===== src/rtl/vga_timing_gen.sv =====
// Raster timing generator: scan counters, visible-area flag, PIPE_DELAY-aligned sync,
// line/frame strobes and a free-running completed-frame counter.
module vga_timing_gen #(
  parameter int unsigned H_VISIBLE  = 640,
  parameter int unsigned H_FP       = 16,
  parameter int unsigned H_SYNC     = 96,
  parameter int unsigned H_BP       = 48,
  parameter int unsigned V_VISIBLE  = 480,
  parameter int unsigned V_FP       = 10,
  parameter int unsigned V_SYNC     = 2,
  parameter int unsigned V_BP       = 33,
  parameter bit          SYNC_POL   = 1'b0,
  parameter int unsigned PIPE_DELAY = 2
) (
  input  logic        vga_clk,
  input  logic        reset,
  output logic [9:0]  DrawX,
  output logic [9:0]  DrawY,
  output logic        blank,
  output logic        hs,
  output logic        vs,
  output logic        line_start,
  output logic        frame_start,
  output logic [15:0] frame_count
);

  localparam int unsigned H_TOTAL  = H_VISIBLE + H_FP + H_SYNC + H_BP;
  localparam int unsigned V_TOTAL  = V_VISIBLE + V_FP + V_SYNC + V_BP;
  localparam logic [9:0]  H_LAST   = 10'(H_TOTAL - 1);
  localparam logic [9:0]  V_LAST   = 10'(V_TOTAL - 1);
  localparam int unsigned HS_START = H_VISIBLE + H_FP;
  localparam int unsigned HS_END   = HS_START + H_SYNC;
  localparam int unsigned VS_START = V_VISIBLE + V_FP;
  localparam int unsigned VS_END   = VS_START + V_SYNC;

  logic [9:0]  hc_q, hc_d;
  logic [9:0]  vc_q, vc_d;
  logic        blank_q, blank_d;
  logic        hs_raw_q, hs_raw_d;
  logic        vs_raw_q, vs_raw_d;
  logic        line_start_q, line_start_d;
  logic        frame_start_q, frame_start_d;
  logic [15:0] frame_count_q, frame_count_d;

  // Status flags decode the next counter value so they land on the same edge as DrawX/DrawY.
  always_comb begin
    hc_d          = hc_q + 10'd1;
    vc_d          = vc_q;
    frame_count_d = frame_count_q;
    if (hc_q == H_LAST) begin
      hc_d = '0;
      if (vc_q == V_LAST) begin
        vc_d          = '0;
        frame_count_d = frame_count_q + 16'd1;
      end else begin
        vc_d = vc_q + 10'd1;
      end
    end
    blank_d       = (32'(hc_d) < H_VISIBLE) && (32'(vc_d) < V_VISIBLE);
    hs_raw_d      = ((32'(hc_d) >= HS_START) && (32'(hc_d) < HS_END)) ? SYNC_POL : ~SYNC_POL;
    vs_raw_d      = ((32'(vc_d) >= VS_START) && (32'(vc_d) < VS_END)) ? SYNC_POL : ~SYNC_POL;
    line_start_d  = (hc_d == '0);
    frame_start_d = (hc_d == '0) && (vc_d == '0);
  end

  always_ff @(posedge vga_clk or posedge reset) begin
    if (reset) begin
      hc_q          <= '0;
      vc_q          <= '0;
      blank_q       <= 1'b0;
      hs_raw_q      <= ~SYNC_POL;
      vs_raw_q      <= ~SYNC_POL;
      line_start_q  <= 1'b0;
      frame_start_q <= 1'b0;
      frame_count_q <= '0;
    end else begin
      hc_q          <= hc_d;
      vc_q          <= vc_d;
      blank_q       <= blank_d;
      hs_raw_q      <= hs_raw_d;
      vs_raw_q      <= vs_raw_d;
      line_start_q  <= line_start_d;
      frame_start_q <= frame_start_d;
      frame_count_q <= frame_count_d;
    end
  end

  assign DrawX       = hc_q;
  assign DrawY       = vc_q;
  assign blank       = blank_q;
  assign line_start  = line_start_q;
  assign frame_start = frame_start_q;
  assign frame_count = frame_count_q;

  // Sync delay line; bit 0 of each chain is the undelayed sync, bit PIPE_DELAY the output.
  if (PIPE_DELAY == 0) begin : g_nopipe
    assign hs = hs_raw_q;
    assign vs = vs_raw_q;
  end else begin : g_pipe
    logic [PIPE_DELAY-1:0] hs_pipe_q;
    logic [PIPE_DELAY-1:0] vs_pipe_q;
    logic [PIPE_DELAY:0]   hs_chain;
    logic [PIPE_DELAY:0]   vs_chain;

    assign hs_chain = {hs_pipe_q, hs_raw_q};
    assign vs_chain = {vs_pipe_q, vs_raw_q};

    always_ff @(posedge vga_clk or posedge reset) begin
      if (reset) begin
        hs_pipe_q <= {PIPE_DELAY{~SYNC_POL}};
        vs_pipe_q <= {PIPE_DELAY{~SYNC_POL}};
      end else begin
        hs_pipe_q <= hs_chain[PIPE_DELAY-1:0];
        vs_pipe_q <= vs_chain[PIPE_DELAY-1:0];
      end
    end

    assign hs = hs_chain[PIPE_DELAY];
    assign vs = vs_chain[PIPE_DELAY];
  end

endmodule


===== config.mk =====
export PLATFORM = sky130hd
export DESIGN_NAME = vga_timing_gen
export DESIGN_NICKNAME = d
export VERILOG_FILES = /design/src/rtl/vga_timing_gen.sv
export SDC_FILE = /design/constraint.sdc
export NUM_CORES = 1
export LEC_CHECK = 0
export CAP_MARGIN = 20
export CORE_MARGIN = 2
export CORE_UTILIZATION = 57
export CTS_BUF_LIST = sky130_fd_sc_hd__clkbuf_4 sky130_fd_sc_hd__clkbuf_8
export DETAILED_ROUTE_END_ITERATION = 7
export PLACE_DENSITY = 0.95
export SLEW_MARGIN = 20
export SYNTH_ARGS = -nofsm -noshare
export SYNTH_HDL_FRONTEND = slang
export SYNTH_SLANG_ARGS = --single-unit

===== constraint.sdc =====
create_clock -name vga_clk -period 5.67 [get_ports vga_clk]
set_clock_uncertainty 0.15 [all_clocks]
set_input_delay 1.134 -clock vga_clk [delete_from_list [all_inputs] [get_ports vga_clk]]
set_output_delay 1.134 -clock vga_clk [all_outputs]
set_load 0.01 [all_outputs]

### Logic cells by family

Bar = 20 um.
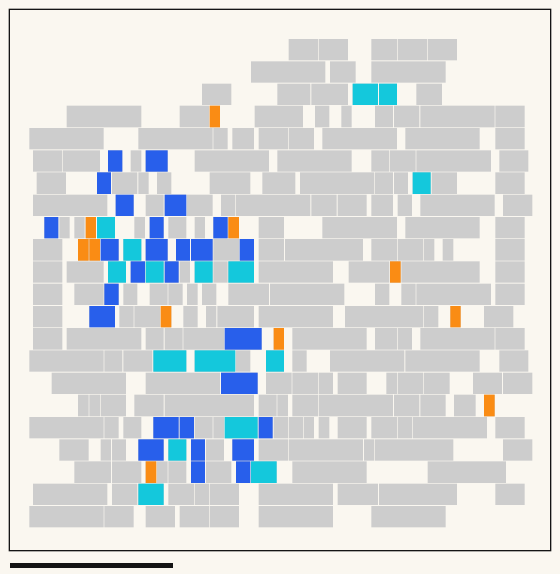
| family | color | cells |
|---|---|---|
| inverting AOI/OAI gates | blue | 27 |
| AND and OR gates | cyan | 16 |
| inverters | orange | 11 |

### Clock routing

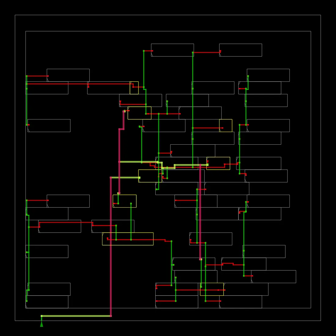
clkbuf count: 6
CTS Buf Count: 5

### Pin placement

Pins as bars across the die edge, other pins in gray.
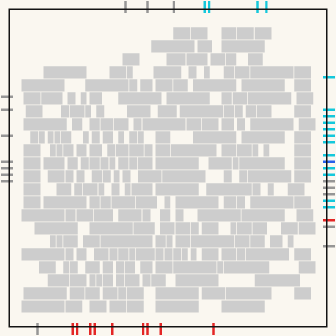
| port | color | pins | direction | edge |
|---|---|---|---|---|
| frame_count | cyan | 16 | output | 12 east, 4 north |
| vs | blue | 1 | output | east |
| DrawX | red | 10 | output | 9 south, 1 east |

### Metal layers overlaid

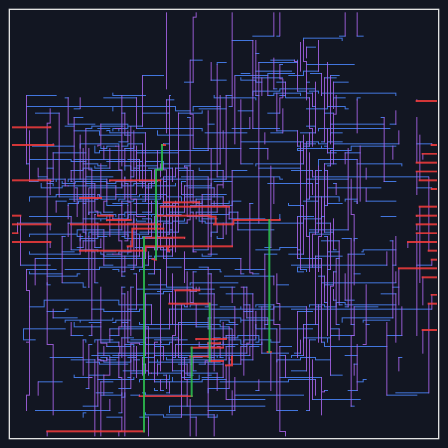
| layer | color | wire length |
|---|---|---|
| met3 | red | 235 um |
| met2 | purple | 2140 um |
| met4 | green | 85.2 um |
| met1 | blue | 1980 um |
Overall Global Routing Usage: 22.6%
DRT Wirelength: 4440 um
WL/cell: 14.8 um
routed via count: 1707

==> flow_summary_export.csv <==
group,metric,value,unit
cts,cts_buffer_depth,2,
floorplanning,dieArea,4360,um2
yosys,fp_nets,212,
place,place.gp.congestion,0.885,
finish,diodes,0,
worst_setup_path,path_buffers,0,
yosys,syn_avg_cell_area,10.7,um2
cts,cts_tree,"built",
yosys,ys_sh_aoi,8.83,%
sta,slew_headroom,62.1,%
place,dp.final_hpwl,3240,um
power_and_ir_drop,irDropWorstVdd,0.126,mV
worst_setup_path,path_cells,"ha_1 > nand4_1 > or3_4 > or3_1 > xnor2_1 > or3b_2 > nor4_2",
run_status,status,"finished clean",
worst_setup_path,critPathMaxStageDelay,0.52,ns
place,io_buffers,42,
yosys,synthArstFlopShare,100,%
yosys,synthXorXnorAreaFrac,10.4,%
finish,lay_top_count,"clkdlybuf4s50_1",
floorplanning,die_w,66.1,um
power_and_ir_drop,p_seq_share,56.5,%
cts,ctsResizeCount,0,
yosys,edf_count,0,
global_routing,globalRoute.totalOverflow,0,
sta,post-route-period-util,51.1,%
detailed_routing,dr.pass1.iters,4,
floorplanning,rows,22,
power_and_ir_drop,power_frac_clock,42.3,%
floorplanning,initCoreUtil,59.5,%
sta,slew_viol_final,0,
cts,htree_levels,2,
worst_setup_path,crit_path_top_delay_cell,"or3_4",
yosys,topCombFamilyByArea,"simple AND/OR/NAND/NOR gates",
sta,setup_ws,2.77,ns
worst_setup_path,path_class,"flip-flop to flip-flop",
power_and_ir_drop,design_power_total,568,uW
power_and_ir_drop,p_leak,1.16,nW
yosys,netlist_area,2200,um2
yosys,common_cells,"dfrtp_1 (39), nand2_1 (15), xnor2_1 (14)",
worst_setup_path,cp_max_fo,13,
sta,clock.fmax,345,MHz
detailed_routing,drt_iter0_markers,103,
finish,layout_top_cells,"clkdlybuf4s50_1 (42), dfrtp_1 (39), nand2_1 (15), xnor2_1 (14), nand3_1 (13)",
yosys,ys.flop_type,"dfrtp_1",
floorplanning,core_region_area,3690,um2
yosys,synth-simple-area-share,22.9,%
finish,largest_register_ffs,16,
power_and_ir_drop,power_density,206,nW/um2
yosys,ys_cells,206,
sta,max_slew.worst_pin.slew,0.566,ns
power_and_ir_drop,combPwrFrac,1.2,%
floorplanning,die_h,66.1,um
yosys,top_cell,"dfrtp_1",
yosys,synth_cell_types,50,
yosys,ys_sh_adder,2.28,%
yosys,top_cells_by_area,"dfrtp_1 (44%), dfstp_2 (7.2%), xnor2_1 (5.6%)",
cts,hold_buffers,0,
detailed_routing,avgViaCountPerCell,5.71,
sta,tns,0,ns
yosys,yosys-stat-area,2200,um2
sta,period_minus_slack,2.90,ns
worst_setup_path,arrival,2.96,ns
sta,rsz0062_at_grt,"no",
worst_setup_path,path_delay_family,"simple AND/OR/NAND/NOR gates",
place,dp_slack,2.80,ns
cts,root_buffer,"clkbuf_8",
power_and_ir_drop,intPower,458,uW
finish,final_nets,256,
finish,drive_above_1_share,10.4,%
detailed_routing,drc_errors,0,
yosys,postSynthSeqShare,51.6,%
detailed_routing,ant_nets,0,
worst_setup_path,crit_required,5.73,ns
sta,setup_viol,0,
global_routing,antenna_found_initial,0,
yosys,synth_flops,45,
power_and_ir_drop,p_sw,110,uW
floorplanning,pin_count,43,
yosys,top_area_cell,"dfrtp_1",
worst_setup_path,worst_setup_path_end_kind,"flip-flop",
global_routing,grt_max_degree,46,
## per-stage QoR
step	std cells	utilization [%]	area, um2	hold WS [ns]
after floorplan	206	-	2200	0.195
after detailed placement	291	71.8	2650	0.198
after CTS	299	74.8	2760	0.203
after global placement	291	71.8	2650	0.196
final	299	74.8	2760	0.200
after global routing	299	74.8	2760	0.203
## final cells by class
cell class | instances | area (um2) | share of cell area [%]
sequential | 45 | 1130 | 41.1
timing repair buffer | 43 | 428 | 15.5
clock inverter | 2 | 35.0 | 1.27
multi-input combinational | 144 | 986 | 35.7
clock buffer | 6 | 76.3 | 2.77
inverter | 11 | 41.3 | 1.50
tap | 48 | 60.1 | 2.18
## power by group through the flow
stage	clock (mW)	combinational, mW	sequential, mW
final	0.240	0.00700	0.321
after global routing	0.254	0.00879	0.321
after CTS	0.245	0.00752	0.321
after detailed placement	0	0.00753	0.327
after global placement	0	0.00733	0.327
after floorplan	0	0.00467	0.327
## final timing paths
kind                                startpoint  cells past startpoint             endpoint  slack [ns]
min in group asynchronous                reset                      3      frame_count[15]        1.14
max in group asynchronous                reset                      3  g_pipe.vs_pipe_q[0]        3.85
min                        g_pipe.vs_pipe_q[0]                      0  g_pipe.vs_pipe_q[1]        0.20
min reg2reg                g_pipe.vs_pipe_q[0]                      0  g_pipe.vs_pipe_q[1]        0.20
max                                   DrawX[0]                      7          frame_start        2.77
max reg2reg                           DrawX[0]                      7          frame_start        2.77
## metal layers
| layer | up-vias | GRT usage, % | share of wire (%) |
|---|---|---|---|
| met5 | - | 0 | 0 |
| met4 | 0 | 8.67 | 1.9 |
| met3 | 11 | 3.58 | 5.3 |
| met2 | 67 | 36.4 | 48 |
| met1 | 814 | 30.9 | 45 |
| li1 | 815 | - | - |
Power is estimated from default activity; no workload was simulated.
